<file path="src/rtl/alu_seq.sv">
// Registered ALU with valid/ready input. The shift-add MUL (opcode 110) is built only when ALU_SEQ_MUL_EN is defined.
// Latency: 1 edge for single-cycle ops, WIDTH enabled edges for MUL.
// Backpressure: in_ready is low while a MUL is in flight or enable is low. No output backpressure.
module alu_seq #(
    parameter int WIDTH = 8
) (
    input  logic             clk,
    input  logic             rst,
    input  logic             enable,
    input  logic             in_valid,
    output logic             in_ready,
    input  logic [WIDTH-1:0] A,
    input  logic [WIDTH-1:0] B,
    input  logic [2:0]       opcode,
    output logic [WIDTH-1:0] out,
    output logic [WIDTH-1:0] out_hi,
    output logic             cout,
    output logic             zero,
    output logic             err,
    output logic             out_valid
);

    localparam logic [2:0] OP_ADD  = 3'b000;
    localparam logic [2:0] OP_SUB  = 3'b001;
    localparam logic [2:0] OP_AND  = 3'b010;
    localparam logic [2:0] OP_PASS = 3'b011;
    localparam logic [2:0] OP_OR   = 3'b100;
    localparam logic [2:0] OP_XOR  = 3'b101;

    logic             accept;
    logic [WIDTH-1:0] alu_res;
    logic             alu_cout;
    logic             alu_err;

    logic             wr_en;
    logic [WIDTH-1:0] wr_lo;
    logic             wr_cout;
    logic             wr_err;
    logic             wr_zero;

    // Single-cycle datapath. Anything not decoded here, including 110 when MUL is absent, is reserved.
    always_comb begin
        alu_res  = '0;
        alu_cout = 1'b0;
        alu_err  = 1'b0;
        case (opcode)
            OP_ADD:  {alu_cout, alu_res} = {1'b0, A} + {1'b0, B};
            OP_SUB:  {alu_cout, alu_res} = {1'b0, A} - {1'b0, B};
            OP_AND:  alu_res = A & B;
            OP_PASS: alu_res = A;
            OP_OR:   alu_res = A | B;
            OP_XOR:  alu_res = A ^ B;
            default: alu_err = 1'b1;
        endcase
    end

`ifdef ALU_SEQ_MUL_EN
    localparam logic [2:0] OP_MUL = 3'b110;
    localparam int         CW     = $clog2(WIDTH) + 1;

    typedef enum logic {
        IDLE,
        MUL
    } state_t;

    state_t             state;
    state_t             state_nxt;
    logic [CW-1:0]      cnt;
    logic [WIDTH-1:0]   mcand;
    logic [WIDTH-1:0]   mult;
    logic [2*WIDTH-1:0] acc;
    logic [2*WIDTH-1:0] acc_step;
    logic               mul_start;
    logic               mul_done;
    logic [WIDTH-1:0]   wr_hi;

    assign in_ready  = enable && (state == IDLE);
    assign accept    = in_valid && in_ready;
    assign mul_start = accept && (opcode == OP_MUL);

    always_ff @(posedge clk) begin
        if (rst) begin
            state <= IDLE;
        end else begin
            state <= state_nxt;
        end
    end

    // acc_step is the accumulator after this cycle's partial product, so the last step can write it out directly.
    always_comb begin
        state_nxt = state;
        acc_step  = acc;
        mul_done  = 1'b0;
        if (state == IDLE) begin
            if (mul_start) begin
                state_nxt = MUL;
            end
        end else if (enable) begin
            if (mult[0]) begin
                acc_step = acc + ({{WIDTH{1'b0}}, mcand} << cnt);
            end
            if (cnt == CW'(WIDTH - 1)) begin
                mul_done  = 1'b1;
                state_nxt = IDLE;
            end
        end
    end

    always_ff @(posedge clk) begin
        if (rst) begin
            cnt   <= '0;
            mcand <= '0;
            mult  <= '0;
            acc   <= '0;
        end else if (mul_start) begin
            cnt   <= '0;
            mcand <= A;
            mult  <= B;
            acc   <= '0;
        end else if (state == MUL && enable) begin
            cnt   <= cnt + CW'(1);
            mult  <= mult >> 1;
            acc   <= acc_step;
        end
    end

    always_comb begin
        wr_en   = accept && !mul_start;
        wr_lo   = alu_res;
        wr_hi   = '0;
        wr_cout = alu_cout;
        wr_err  = alu_err;
        if (mul_done) begin
            wr_en          = 1'b1;
            {wr_hi, wr_lo} = acc_step;
            wr_cout        = 1'b0;
            wr_err         = 1'b0;
        end
        wr_zero = ({wr_hi, wr_lo} == '0);
    end

    always_ff @(posedge clk) begin
        if (rst) begin
            out_hi <= '0;
        end else if (wr_en) begin
            out_hi <= wr_hi;
        end
    end
`else
    assign in_ready = enable;
    assign accept   = in_valid && in_ready;
    assign out_hi   = '0;

    always_comb begin
        wr_en   = accept;
        wr_lo   = alu_res;
        wr_cout = alu_cout;
        wr_err  = alu_err;
        wr_zero = (alu_res == '0);
    end
`endif

    // Result registers hold until the next completing op; out_valid self-clears even with enable low.
    always_ff @(posedge clk) begin
        if (rst) begin
            out       <= '0;
            cout      <= 1'b0;
            zero      <= 1'b1;
            err       <= 1'b0;
            out_valid <= 1'b0;
        end else begin
            out_valid <= 1'b0;
            if (wr_en) begin
                out       <= wr_lo;
                cout      <= wr_cout;
                zero      <= wr_zero;
                err       <= wr_err;
                out_valid <= 1'b1;
            end
        end
    end

endmodule

</file>
<file path="config.mk">
export PLATFORM = sky130hd
export DESIGN_NAME = alu_seq
export DESIGN_NICKNAME = d
export VERILOG_FILES = /design/src/rtl/alu_seq.sv
export SDC_FILE = /design/constraint.sdc
export NUM_CORES = 1
export LEC_CHECK = 0
export CORE_ASPECT_RATIO = 1.75
export CORE_MARGIN = 2
export CORE_UTILIZATION = 25
export DETAILED_ROUTE_END_ITERATION = 10
export GPL_TIMING_DRIVEN = 0
export PLACE_DENSITY = 0.5
export SLEW_MARGIN = 20
export SYNTH_ARGS = -nofsm -noshare
export SYNTH_HDL_FRONTEND = slang
export SYNTH_SLANG_ARGS = --single-unit
</file>
<file path="constraint.sdc">
create_clock -name clk -period 2.4 [get_ports clk]
set_input_delay 0.24 -clock clk [delete_from_list [all_inputs] [get_ports clk]]
set_output_delay 0.24 -clock clk [all_outputs]
set_load 0.02 [all_outputs]
</file>
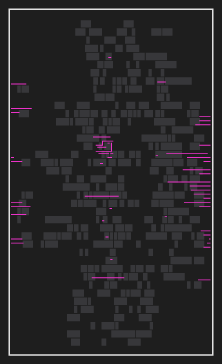
Fig. 1. Metal 3.
Scale: 3 px per µm.
- nets with wire on the layer: 41
- wire length on this layer: 205 µm
- main direction: horizontal
- share of all routed wire: 4.1%
- longest straight run: 14.0 µm

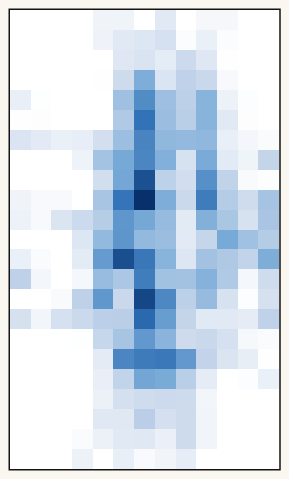
Fig. 2. Routed metal per tile.
Scale: 4 px per µm. 13 x 23 tiles, from white (low) to dark blue (high), scaled to the fullest tile. Values are wire area over tile area, all layers added.
- densest ninth of the die: centre
- mean over tiles: 0.10
- nearly empty tiles: 34%
Vias: 1790
Post-Route WL: 5015 µm

==> out/summary.txt <==
Wirelength per Cell - 13.85 µm
Main power group - combinational logic
Floorplan Utilization - 25.75%
Reg2reg setup slack - 1.68 ns
Worst-case clock buffer depth - 2
Top reg by flops - out
CTS buffer count - 3
Chip Area - 7724 µm²
Leakage - 1.077 nW
Post-CTS setup-driven buffer insertion count - 1
Worst path top cell family by delay - buffers and inverters
End of the worst hold path - err
Synth async-reset ratio - 0%
Top cell area share - 17.84%
Switching Fraction - 34.03%
CTS H-tree depth - 1
PwrDens - 418.0 nW/µm²
Max Freq - 443.0 MHz
Synth cell count leaders - ha_1, nor2_1, inv_1
Final ANT Viol Nets - 0
Critical Path AT - 2.40 ns
Yosys cell types - 54
RSZ-0062 raised after global routing - no
DR iter-0 viols - 60
Tot GR Track Use - 13.34%
Dominant register cell - dfxtp_1
# DRC - 0
Worst r2r src - zero
Flops after synth - 12
Clkbuf count - 4
YS chip area - 1753 µm²
Critical path origin - A[3]
Outcome - completed
Routed wire length on met2 - 2691 µm
Tapcell Cnt - 84
Crit path kind - in -> reg
Ports - 44
Hold path startpoint - err
Clock Tree Root - clkbuf_16
Reg2Reg Depth - 2
# port buffers - 34
VDD IR max - 0.1689 mV
Most instantiated library cell after synthesis - ha_1
Non-clk buf share - 19.81%
Tmin final - 2.257 ns
Seq share, synth - 13.70%
Ys cells - 232
Rel. slew slack - 55.01%
M2 GR Usage - 26.20%
Hold Path Stages - 2
Sequential power - 0.219 mW
Clock Latency Late Sink - 0.25 ns
NetSw - 0.3440 mW
Fin. Hold Viols - 0
Maximum fanout along the worst path - 7
Clk slew on worst S/H paths - 0.04 ns
Combinational share of power - 44.2%
Crit path DRT - 2.54 ns
# setup viols final - 0
CTS tree - yes
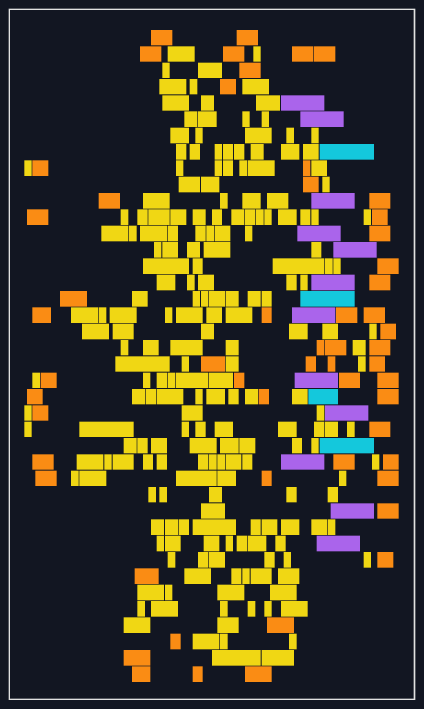
Fig. 3. Placed cells, one colour a class.
Scale: 6 px per µm.
- registers: purple (cells 12; share of their area 10%)
- remaining logic cells: yellow (cells 207; share of their area 65%)
- clock drivers and dummy loads: cyan (cells 4; share of their area 3.8%)
- remaining buffers and delay cells: orange (cells 55; share of their area 21%)
final core utilization: 35.53%
Core Area: 6807 µm²

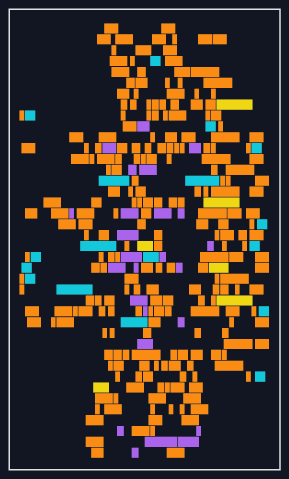
Fig. 4. Cells by drive strength.
Scale: 4 px per µm.
- x1 and smaller: orange (cells 230; share 83%; most used clkdlybuf4s50_1)
- x2: purple (cells 25; share 9.0%; most used buf_2)
- x6 and larger: yellow (cells 6; share 2.2%; most used clkbuf_16)
- x3 and x4: cyan (cells 17; share 6.1%; most used buf_4)
area delta synth->final: 37.97%
Post-Layout Inst Area: 2419 µm²
Non-Clock Buffer Count: 55
Worst Slack Setup Final: 0.1425 ns

stage by stage:
stage	area [µm²]	cells	hold slack [ns]	total power, mW	worst slack [ns]
5_1_grt	2419	362	0.5017	1.067	0.01963
3_5_place_dp	2225	357	0.4529	0.6323	-0.4960
3_3_place_gp	2225	357	0.4437	0.6296	-0.4854
2_1_floorplan	1779	239	0.3116	0.4955	0.3855
4_1_cts	2360	362	0.4593	0.9952	0.005899
6_report	2419	362	0.4525	1.011	0.1425
cells by family after synthesis:
group | after synthesis | synth area share [%]
other cells | 1 | 0.2139
mux | 8 | 4.711
compound gates | 71 | 28.27
fa+ha+maj | 27 | 20.13
simple gates | 69 | 19.84
xor+xnor | 2 | 0.9995
buf+inv | 42 | 12.13
flops | 12 | 13.70
No activity file was given, so power comes from the tool's default toggle rates.
